==> config.mk <==
export PLATFORM = sky130hd
export DESIGN_NAME = mul_div_unit_flat
export DESIGN_NICKNAME = d
export VERILOG_FILES = /design/src/rtl/mdu_pkg.sv /design/src/rtl/mul_div_unit_if.sv /design/src/rtl/mdu_div_core.sv /design/src/rtl/mul_div_unit.sv /design/src/flat_wrapper.sv
export SDC_FILE = /design/constraint.sdc
export NUM_CORES = 1
export LEC_CHECK = 0
export ABC_AREA = 0
export CAP_MARGIN = 20
export CORE_ASPECT_RATIO = 0.75
export CORE_UTILIZATION = 61
export CTS_BUF_LIST = sky130_fd_sc_hd__clkbuf_16
export CTS_CLUSTER_SIZE = 12
export DETAILED_ROUTE_END_ITERATION = 12
export HOLD_SLACK_MARGIN = 0.1
export PLACE_DENSITY = 0.82
export SLEW_MARGIN = 30
export SYNTH_ARGS = -nofsm -noshare
export SYNTH_HDL_FRONTEND = slang
export SYNTH_HIERARCHICAL = 1
export SYNTH_SLANG_ARGS = --single-unit
==> constraint.sdc <==
create_clock -name clk -period 6 [get_ports clk]
set_input_delay 0.6 -clock clk [delete_from_list [all_inputs] [get_ports clk]]
set_output_delay 0.6 -clock clk [all_outputs]
set_load 0.005 [all_outputs]
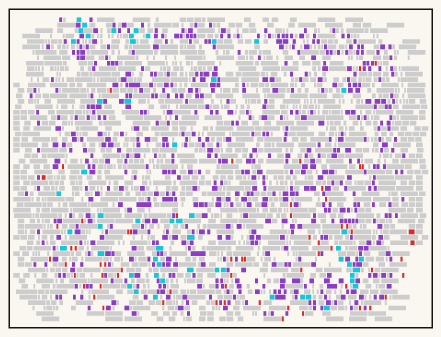
*Logic cells by family*
Drawn at 2 px/um.
- purple: inverting AOI/OAI gates (cells 608; most used o21ai_0; where widely spread)
- red: inverters (cells 62; most used inv_1)
- cyan: AND-OR and OR-AND gates (cells 54; most used a21o_1; where widely spread)
Commonest Layout Cell: nand2_1
final non-filler cell total: 2860
multi-input combinational area share: 54.6%

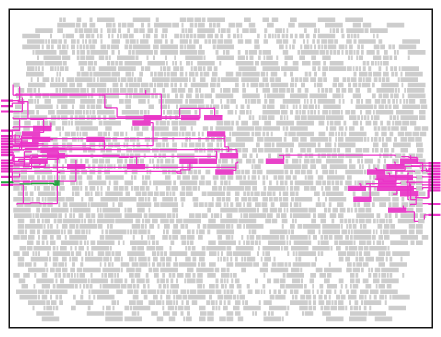
*Port wiring*
Drawn at 2 px/um.
- green: `bus_start` (bits 1; direction input; end cells 1; buffers 1; wire 22.2 um)
- magenta: `bus_lo` (bits 32; direction output; end cells 32; buffers 32; wire 1850 um)
port bufs: 137
I/O Pins: 138

==> flow_summary_export.csv <==
group,metric,value,unit
route,ant_nets,0,
placed_design,dp.cells,2804,
yosys,synth-edff-count,0,
grt,grt_pass1_vias,17700,
yosys,ys.flop_type,"dfrtp_1",
final_timing,tightest_slew,0.967,ns
grt,grt_pass1_wl,103000,um
power_and_ir_drop,finalPower,0.0103,W
layout,logic_area,0.0123,mm2
clock_network,holdBufCountCts,0,
layout,lay_top_cells,"327 x nand2_1, 274 x dfrtp_1, 229 x o21ai_0",
placed_design,gp_congestion,0.985,
yosys,yosys.area_share.xor_xnor,10.2,%
setup_path,end_kind,"flop",
yosys,area_leaders,"dfrtp_1 35%, nand2_1 6.2%, o21ai_0 5.8%",
die,num_rows,56,
grt,grt.total_usage,39.8,%
yosys,numSynthFlops,277,
power_and_ir_drop,seqPwrFrac,33.4,%
run_status,outcome,"completed",
min_path,worstHoldPathCells,2,
power_and_ir_drop,p_clk,0.00180,W
final_timing,period_used_share,65.0,%
setup_path,crit_cells,14,
setup_path,slowest_stage,"buf_4",
final_timing,relSlewSlack,35.0,%
yosys,yosysWarnings,6,
layout,nFillCells,2553,
placed_design,dp_slack,2.07,ns
yosys,floorplan.nets,2487,
layout,finish.utilization,71.0,%
clock_network,insertion_delay,0.59,ns
die,initCoreUtil,62.9,%
job,drv_cap,0,
final_timing,drv_slew,0,
clock_network,cts.repair.resized,0,
yosys,ys_cells,2343,
setup_path,required,6.42,ns
route,wirelength,66500,um
placed_design,dpl-instance-area,0.0215,mm2
final_timing,hold_viol,0,
power_and_ir_drop,sw_frac_of_total,44.5,%
power_and_ir_drop,power.share.clock,17.5,%
setup_path,critical_path_class,"reg2reg",
die,core_area,0.0317,mm2
yosys,ys_sh_mux,6.68,%
clock_network,clockBufferDepth,3,
## layout make-up
class,instances,share of cell area [%]
repair buffers,160,6.96
diodes,1,0.0111
clock inverters,23,0.657
flip-flops and latches,277,30.9
inverters,62,1.08
clock buffers,31,3.45
multi-input cells,1871,54.6
well taps,435,2.42
## layer usage
metal	track usage, %	vias up	wire length [um]
met5	0	-	0
met4	11.9	0	2100
met3	9.80	169	8890
met2	56.9	1371	27400
met1	58.9	9193	28100
li1	-	8537	-
## synth_stat cells (28+ instances only)
cell,count
o31ai_1,35
a21o_1,28
ha_1,71
xnor2_1,118
or3_1,35
nand2_1,328
nor2_1,136
nor3_1,44
mux2i_1,106
inv_1,61
a211oi_1,34
nand3_1,51
a21oi_1,133
and2_1,39
xor2_1,112
o41ai_1,28
o21ai_0,229
clkbuf_1,113
dfrtp_1,277
